$ cat config.mk
export PLATFORM = sky130hd
export DESIGN_NAME = syscall_controller
export DESIGN_NICKNAME = d
export VERILOG_FILES = /design/src/rtl/syscall_controller.sv
export SDC_FILE = /design/constraint.sdc
export NUM_CORES = 1
export LEC_CHECK = 0
export ABC_CLOCK_PERIOD_IN_PS = 3500
export CELL_PAD_IN_SITES_DETAIL_PLACEMENT = 1
export CELL_PAD_IN_SITES_GLOBAL_PLACEMENT = 1
export CORE_MARGIN = 5
export CORE_UTILIZATION = 30
export CTS_CLUSTER_DIAMETER = 120
export DETAILED_ROUTE_END_ITERATION = 7
export GPL_TIMING_DRIVEN = 1
export PLACE_DENSITY = 0.92
export SYNTH_ARGS = -nofsm -noshare
export SYNTH_HDL_FRONTEND = slang
export SYNTH_SLANG_ARGS = --single-unit
export TNS_END_PERCENT = 10
$ cat constraint.sdc
create_clock -name clk -period 3.5 [get_ports clk]
set_input_delay 0.35 -clock clk [delete_from_list [all_inputs] [get_ports clk]]
set_output_delay 0.35 -clock clk [all_outputs]
set_load 0.02 [all_outputs]
$ cat src/rtl/syscall_controller.sv
// SYSCALL sequencer: stalls the front end, drains in-flight $v0/$a0 writes,
// samples the arguments, runs the console handshake and releases the pipeline.
module syscall_controller #(
  parameter int DATA_W  = 32,
  parameter int CNT_W   = 16,
  parameter int TIMEOUT = 0
) (
  input  logic              clk,
  input  logic              rst_n,
  input  logic              sig_syscall_d,
  input  logic [4:0]        write_reg_e,
  input  logic [4:0]        write_reg_m,
  input  logic [4:0]        write_reg_w,
  input  logic              sig_reg_write_e,
  input  logic              sig_reg_write_m,
  input  logic              sig_reg_write_w,
  input  logic [DATA_W-1:0] v0_data,
  input  logic [DATA_W-1:0] a0_data,
  input  logic              out_ready,
  output logic              syscall_stall,
  output logic              out_valid,
  output logic [1:0]        out_kind,
  output logic [DATA_W-1:0] out_data,
  output logic              halt,
  output logic              sys_error,
  output logic [CNT_W-1:0]  syscall_count
);

  typedef enum logic [2:0] {
    IDLE   = 3'd0,
    DRAIN  = 3'd1,
    SAMPLE = 3'd2,
    ISSUE  = 3'd3,
    DONE   = 3'd4,
    HALTED = 3'd5
  } state_t;

  localparam logic [DATA_W-1:0] SVC_PRINT_INT  = DATA_W'(1);
  localparam logic [DATA_W-1:0] SVC_PRINT_CHAR = DATA_W'(11);
  localparam logic [DATA_W-1:0] SVC_EXIT       = DATA_W'(10);

  localparam int WAIT_W = (TIMEOUT > 1) ? $clog2(TIMEOUT) : 1;
  localparam logic [WAIT_W-1:0] WAIT_LAST = WAIT_W'((TIMEOUT > 0) ? TIMEOUT - 1 : 0);

  state_t              state;
  state_t              next_state;
  logic [WAIT_W-1:0]   wait_cnt;
  logic                pending;
  logic                load_args;
  logic                set_error;
  logic                count_inc;
  logic                wait_clr;
  logic                wait_inc;
  logic                is_char;

  function automatic logic is_arg_reg(input logic we, input logic [4:0] rd);
    return we && ((rd == 5'd2) || (rd == 5'd4));
  endfunction

  // A char request carries only the low byte of $a0.
  function automatic logic [DATA_W-1:0] fmt_data(input logic chr, input logic [DATA_W-1:0] a0);
    return chr ? (a0 & DATA_W'(255)) : a0;
  endfunction

  assign pending = is_arg_reg(sig_reg_write_e, write_reg_e) ||
                   is_arg_reg(sig_reg_write_m, write_reg_m) ||
                   is_arg_reg(sig_reg_write_w, write_reg_w);

  assign is_char = (v0_data == SVC_PRINT_CHAR);

  assign syscall_stall = ((state == IDLE) && sig_syscall_d) || (state == DRAIN) ||
                         (state == SAMPLE) || (state == ISSUE) || (state == HALTED);
  assign out_valid     = (state == ISSUE);
  assign halt          = (state == HALTED);

  always_comb begin
    next_state = state;
    load_args  = 1'b0;
    set_error  = 1'b0;
    count_inc  = 1'b0;
    wait_clr   = 1'b0;
    wait_inc   = 1'b0;
    case (state)
      IDLE:   if (sig_syscall_d) next_state = DRAIN;
      DRAIN:  if (!pending) next_state = SAMPLE;
      SAMPLE: begin
        load_args = 1'b1;
        wait_clr  = 1'b1;
        if ((v0_data == SVC_PRINT_INT) || (v0_data == SVC_PRINT_CHAR)) begin
          next_state = ISSUE;
        end else if (v0_data == SVC_EXIT) begin
          next_state = HALTED;
          count_inc  = 1'b1;
        end else begin
          set_error  = 1'b1;
          next_state = DONE;
        end
      end
      ISSUE: begin
        if (out_ready) begin
          next_state = DONE;
          count_inc  = 1'b1;
        end else if (TIMEOUT != 0) begin
          if (wait_cnt == WAIT_LAST) begin
            set_error  = 1'b1;
            next_state = DONE;
          end else begin
            wait_inc = 1'b1;
          end
        end
      end
      // DONE drops the stall for one cycle and ignores sig_syscall_d.
      DONE:    next_state = IDLE;
      HALTED:  next_state = HALTED;
      default: next_state = IDLE;
    endcase
  end

  always_ff @(posedge clk or negedge rst_n) begin
    if (!rst_n) begin
      state         <= IDLE;
      wait_cnt      <= '0;
      out_kind      <= 2'd0;
      out_data      <= '0;
      sys_error     <= 1'b0;
      syscall_count <= '0;
    end else begin
      state <= next_state;
      if (wait_clr) begin
        wait_cnt <= '0;
      end else if (wait_inc) begin
        wait_cnt <= wait_cnt + WAIT_W'(1);
      end
      if (load_args) begin
        out_kind <= is_char ? 2'd1 : 2'd0;
        out_data <= fmt_data(is_char, a0_data);
      end
      if (set_error) sys_error <= 1'b1;
      if (count_inc) syscall_count <= syscall_count + CNT_W'(1);
    end
  end

endmodule

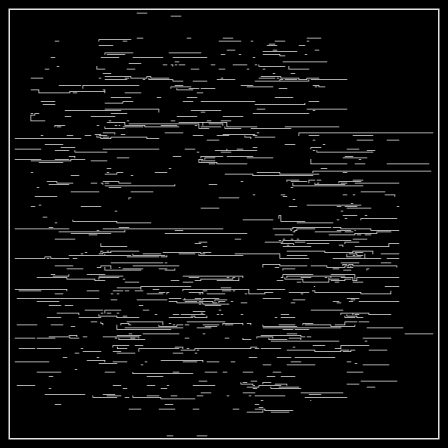
run_1/m1.png
- longest straight run: 30.8 µm
- share of all routed wire: 37%
met1 Use GR: 16.12%
vias after detailed routing: 2113
final routed wirelength across all metal layers: 7523 µm

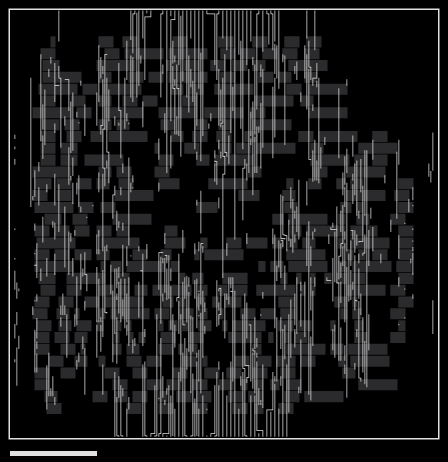
run_1/m2.png
The bar under the picture is 20 µm long. Cells faint in the background.
- nets with wire on the layer: 392
- wire length on this layer: 4100 µm
- main direction: vertical
met2 Use GR: 29.80%

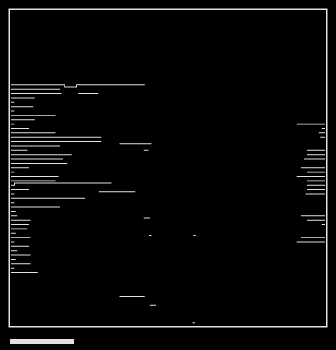
run_1/m3.png
The bar under the picture is 20 µm long.
- share of all routed wire: 7.4%
- main direction: horizontal
- longest straight run: 30.1 µm
- wire length on this layer: 560 µm
- nets with wire on the layer: 69
met3 Track Usage GR: 5.803%

==> reports/notes.md, run 1 <==
The flow ran to the end, and the final reports show no timing, DRC or antenna violations. In the synthesis report, Yosys lists the chip area as 2347 µm². In the post-synthesis netlist, the cell with the most instances is sky130_fd_sc_hd__dfrtp_1. The kind of critical path is in2reg. The layout summary lists the proportion of cells stronger than drive strength 1 as 7.207%. The tools report the number of remaining DRC errors as 0. Looking at the max-slew report, the worst-margin pin has a slew of 1.145 ns.

With the average wire per standard cell at 17.29 µm, the adder-cell area share of the yosys netlist is 0.5330%. Adding up every negative setup slack in the final design gives 0 ns. Warnings reported by Yosys during synthesis add up to 0. The tools report the proportion of power drawn by combinational gates as 49.6%.

The die covers 9693 µm². The number of synthesized register bits was 53. The largest single stage delay on the critical path is 0.63 ns.

Yosys attributes the largest share of cell area to sky130_fd_sc_hd__dfrtp_1 57%, sky130_fd_sc_hd__a22o_1 9.0%, sky130_fd_sc_hd__xnor2_1 5.2%. Count of endpoints failing setup in the final report: 0. Yosys mapped a number of flops with a built-in enable equal to 0.

The run gives 435 as the final standard cell count with taps included and fillers excluded. Per the placement log, port buffering inserted 138 buffers. In the log, the iteration count for the first detailed-route pass is 4. Counting every net in the synthesized netlist gives 281. With the latest clock arrival within the worst-skew pair at 0.30 ns, the power density over the cells is 675.3 nW/µm². Max fanout on the critical path was recorded as 24. The design has 53 sequential cells. The flow reports that sequential cells draw 37.3% of the design power. Hold-check failures listed in the final report amount to 0.

Combined flip-flop and latch cell area: 1326 µm². The tools report the total core area as 7687 µm². The logs give 6 for the clock buffer count in the final layout and 0 for the number of hold-repair buffers added at the cts stage.

The run gives 0 as the number of nets still failing antenna checks after routing. Multiplexer cells account for 4.318% of the synthesized area. Die outline width: 98.46 µm.

For reference, XOR and XNOR gates occupy 7.090% of the area reported after synthesis. The die is 98.46 µm tall.
[run 1: routing by layer]
layer  vias to the layer above  wire length [µm]
met5                         -                 0
met4                         0                93
met3                         8               559
met2                        76              4096
met1                      1039              2774
li1                        990                 -
[run 1: through the flow]
stage	setup WS [ns]	power (mW)	hold WS [ns]
finish	0.7872	2.638	0.03603
global route	0.5488	2.795	0.07675
CTS	0.7578	2.678	0.04656
detailed placement	0.4205	2.328	0.3805
global placement	0.6617	2.262	0.3685
floorplan	1.276	1.666	0.05441
[run 1: kinds of logic after synthesis]
logic type | Yosys count
fa+ha+maj | 1
buf+inv | 11
mux | 9
flops | 53
simple gates | 58
other cells | 1
compound gates | 42
xor+xnor | 19
[run 1: sequential cells by signal, summed over array words and instances, names as in the netlist]
signal	count
out_data	32
sys_error	1
syscall_count	16
out_kind	1
state	3
run_1/congestion_map.png
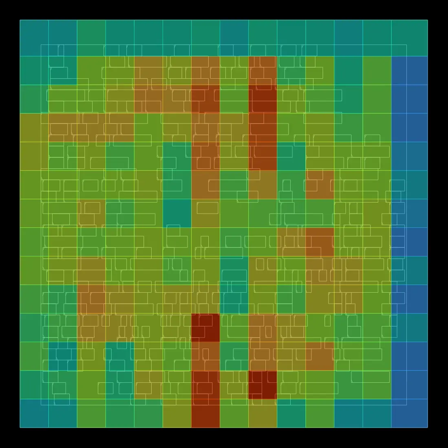

==> run 2, diff against run 1 <==
ABC_CLOCK_PERIOD_IN_PS = 2300   (was 3500)
CORE_UTILIZATION = 25   (was 30)
PLACE_DENSITY = 0.83   (was 0.92)
clock period = 2.3 ns   (was 3.5 ns; I/O delays follow)
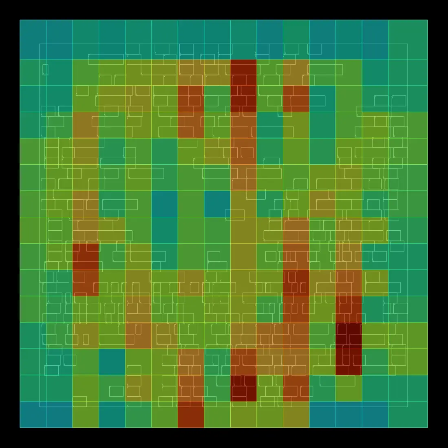
run_2/congestion_map.png
met2 Use GR: 25.45%
met3 Track Usage GR: 3.913%

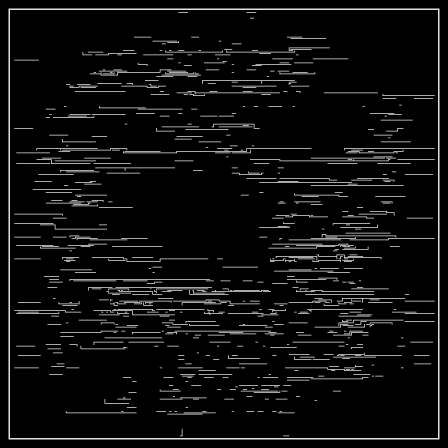
run_2/m1.png
- main direction: horizontal
- share of all routed wire: 39%
- wire length on this layer: 3150 µm
- nets with wire on the layer: 370
- longest straight run: 35.0 µm
final routed wirelength across all metal layers: 7998 µm
vias after detailed routing: 2187

==> run 2 against run 1 <==
Effect of this change: synthesized cell count unchanged; cell area increased by 3.4%; sequential share of layout area decreased by 1.1 points; die area increased by 18%; combinational power increased by 58%; sequential cell count unchanged; sequential power increased by 49%; clock skew decreased by 0.010 ns.
==> reports/notes.md, run 2 <==
The tools report the combined flip-flop and latch cell area as 1326 µm² (unchanged). The run gives 106.9 µm (+8.6%) for the die outline height. The routed wire length on met3 came out at 509 µm (-8.9%). The largest registers in the layout are out_data x32, syscall_count x16, state x3.

The register with the most flip-flops in the final layout is out_data. The adder-cell area share of the yosys netlist is 0.5330% (unchanged), and the total core area is 9196 µm² (+20%). The number of remaining DRC errors is 0 (unchanged).

The number of warnings reported in the yosys synthesis log is 0 (unchanged), and the count of endpoints failing setup in the final report is 0 (unchanged). The latest clock arrival within the worst-skew pair came out at 0.30 ns (about the same). In the setup report, the worst path falls into the class reg2reg. The placement-stage worst setup slack is 0.02844 ns (-0.3920 ns), and the number of port buffers is 138 (unchanged). The run finished with clean final reports. By area the synthesized netlist is led by sky130_fd_sc_hd__dfrtp_1 57%, sky130_fd_sc_hd__a22o_1 9.0%, sky130_fd_sc_hd__xnor2_1 5.2%. The run gives 9 (-63%) for the largest fanout on the critical path. Dominant cell by count in the synthesized netlist: sky130_fd_sc_hd__dfrtp_1. The xor and xnor area share after synthesis is 7.090% (unchanged), and the met1 track demand over resource is 15.75% (-0.37 points). The number of synthesized register bits was 53 (unchanged). The detailed-routing wirelength on met1 was 3152 µm (+14%). The count of library flops with an enable pin works out to 0 (unchanged). The logs give 4163 µm (+1.6%) for the met2 wire length and 53 (unchanged) for the sequential cell count. The run gives 4.318% (unchanged) for the mux share of post-synthesis cell area. The share of final-layout standard cells stronger than drive strength 1 is 9.649% (+2.4 points), and the overall power after layout is 4.294 mW (+63%). The area of the die is 11430 µm² (+18%). The flip-flop count of the largest register after layout works out to 32 (unchanged). For the clock buffer count in the final layout, the log shows 5 (-1).
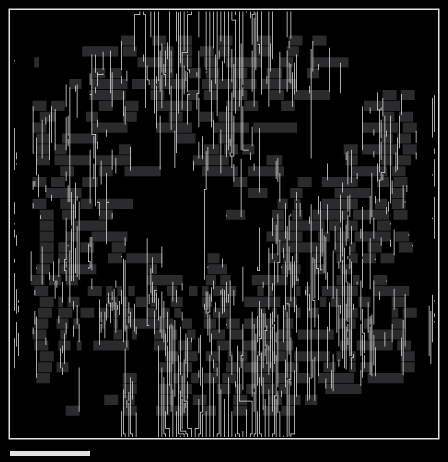
run_2/m2.png
The bar under the picture is 20 µm long. Cells faint in the background.
- wire length on this layer: 4160 µm
- longest straight run: 43.5 µm
- main direction: vertical
- share of all routed wire: 52%

-- run 2: cell types whose count changed in the layout (fill, tap and decap cells not counted) --
cell and delta:
sky130_fd_sc_hd__buf_4 +8, sky130_fd_sc_hd__bufinv_16 +2, sky130_fd_sc_hd__clkbuf_1 -1, sky130_fd_sc_hd__clkinv_2 -1
sky130_fd_sc_hd__dlygate4sd3_1 +1
-- run 2: power breakdown --
group          total (mW)  switching, mW  internal [mW]
clock               0.762          0.324          0.438
combinational        2.07          0.987           1.08
sequential           1.46          0.202           1.26
-- run 2: timing repair --
action	4_1_cts	5_1_grt
endpoints found under the setup margin	0	0
hold buffers	1	0
endpoints found under the hold margin	10	0
run_2/m3.png
The bar under the picture is 20 µm long.
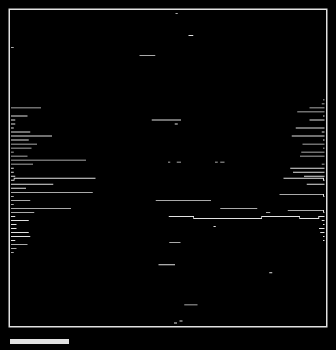

==> run 3, diff against run 2 <==
PLACE_DENSITY = 0.81   (was 0.83)
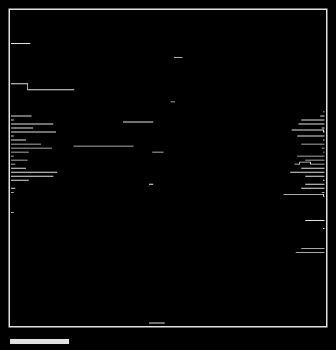
run_3/m3.png
The bar under the picture is 20 µm long.
- main direction: horizontal
- share of all routed wire: 4.6%
met3 Track Usage GR: 3.010%
vias after detailed routing: 2127
final routed wirelength across all metal layers: 7641 µm

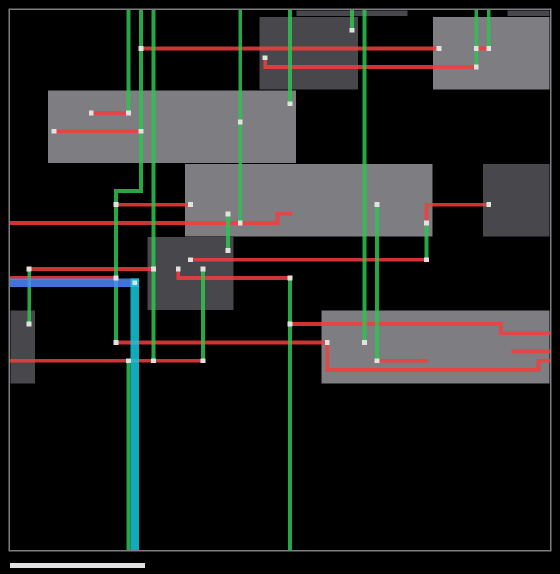
run_3/closeup.png
The bar under the picture is 5 µm long. Window x 17 to 37, y 70 to 90 µm. Cells in grey, sequential cells in the stronger grey; small squares are vias.
- M1: red
- M3: blue
- M4: cyan
- M2: green
- most frequent: dfrtp_1 (3), clkdlybuf4s50_1 (2), a22o_1 (1)
- netlist names of flops here include: out_data (3)
- cells with their middle in the window: 6
- sequential cells in the window: 3

==> run 3 against run 2 <==
Effect of this change: clock power shrank 28%; cell count shrank 0.66%; critical path depth shrank 1; utilization shrank 0.57 points; wire length shrank 4.5%; die area is the same; total power shrank 5.1%; first-iteration DRC count shrank 50%; sequential share of layout area grew 0.43 points; setup slack lost 0.043 ns.
==> reports/notes.md, run 3 <==
The switching fraction of total power is 36.27% (+1.0 points). In the final layout, the registers with the most flip-flops are out_data x32, syscall_count x16, state x3. The logs give 0 (unchanged) for the number of remaining DRC errors and 50.8% (+2.7 points) for the proportion of power drawn by combinational gates.

For the number of warnings reported in the yosys synthesis log, the log shows 0 (unchanged). The count of library flops with an enable pin came out at 0 (unchanged). The dominant cell by count in the synthesized netlist is sky130_fd_sc_hd__dfrtp_1. Area of the die: 11430 µm² (unchanged). The largest fanout on the critical path works out to 6 (-3). The logs give 1.479 mW (-2.3%) for the net switching power of the design and 1326 µm² (unchanged) for the combined flip-flop and latch cell area. With the share of final-layout standard cells stronger than drive strength 1 at 9.145% (-0.50 points), the sequential cell count is 53 (unchanged). The tools report the internal cell power as 2.598 mW (-6.6%). Ranked by power, first place goes to combinational cells. Leaving out the clock tree, the finished layout contains a buffer count of 147.

The adder-cell area share of the yosys netlist came out at 0.5330% (unchanged). Setup repair after global routing left no endpoint under its margin. The clock buffer count in the final layout was 6 (+1); the clock power share was 13.4% (-4.3 points). The combinational power is 2.07 mW (about the same), and the xor and xnor area share after synthesis is 7.090% (unchanged).

With the die outline height at 106.9 µm (unchanged), the number of hold-repair buffers added at the cts stage is 0 (-1). The run gives 0 (unchanged) for the count of endpoints failing setup in the final report. The flow ran to the end, and the final reports show no timing, DRC or antenna violations. With the flip-flop count of the largest register after layout at 32 (unchanged), the power density over the cells is 1023 nW/µm². The clock network power was 0.548 mW (-28%); the latest clock arrival within the worst-skew pair was 0.30 ns (about the same). The number of synthesized register bits was 53 (unchanged). According to the tapcell log, the count of inserted taps is 111.

Area added between synthesis and finish: 69.83%.
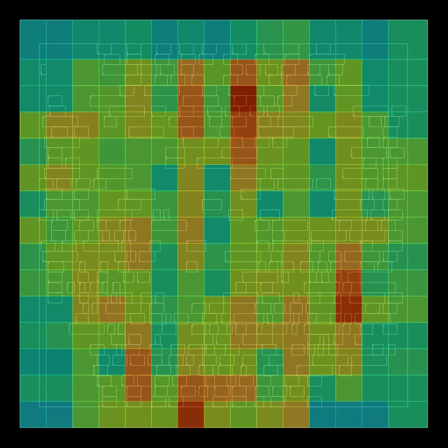
run_3/congestion_map.png
met2 Use GR: 24.55%
GR peak layer: met2
Routed WL per cell: 16.98 µm
final design utilization: 43.35%
met1 Use GR: 15.54%

## run 3: cell counts after synthesis
No cell type changed its count.
## run 3: stage by stage
stage	TNS, ns	power, mW	cell area (µm²)	instances	hold WS (ns)
after global placement	0	3.517	3896	443	0.4024
after floorplan	0	2.536	2347	194	-0.06559
after global routing	0	4.305	3986	450	0.1035
after CTS	0	4.146	3986	450	0.08241
after detailed placement	-0.02738	3.574	3896	443	0.4116
final	0	4.076	3986	450	0.04496
## run 3: per-layer routing
layer  vias to the layer above  part of all wire, %  track usage [%]
met5                         -                    0                0
met3                         7                  4.6            3.010
li1                        998                    -                -
met2                        55                   54            24.55
met1                      1067                   40            15.54
met4                         0                 0.72            2.192
Power is estimated from default activity; no workload was simulated.
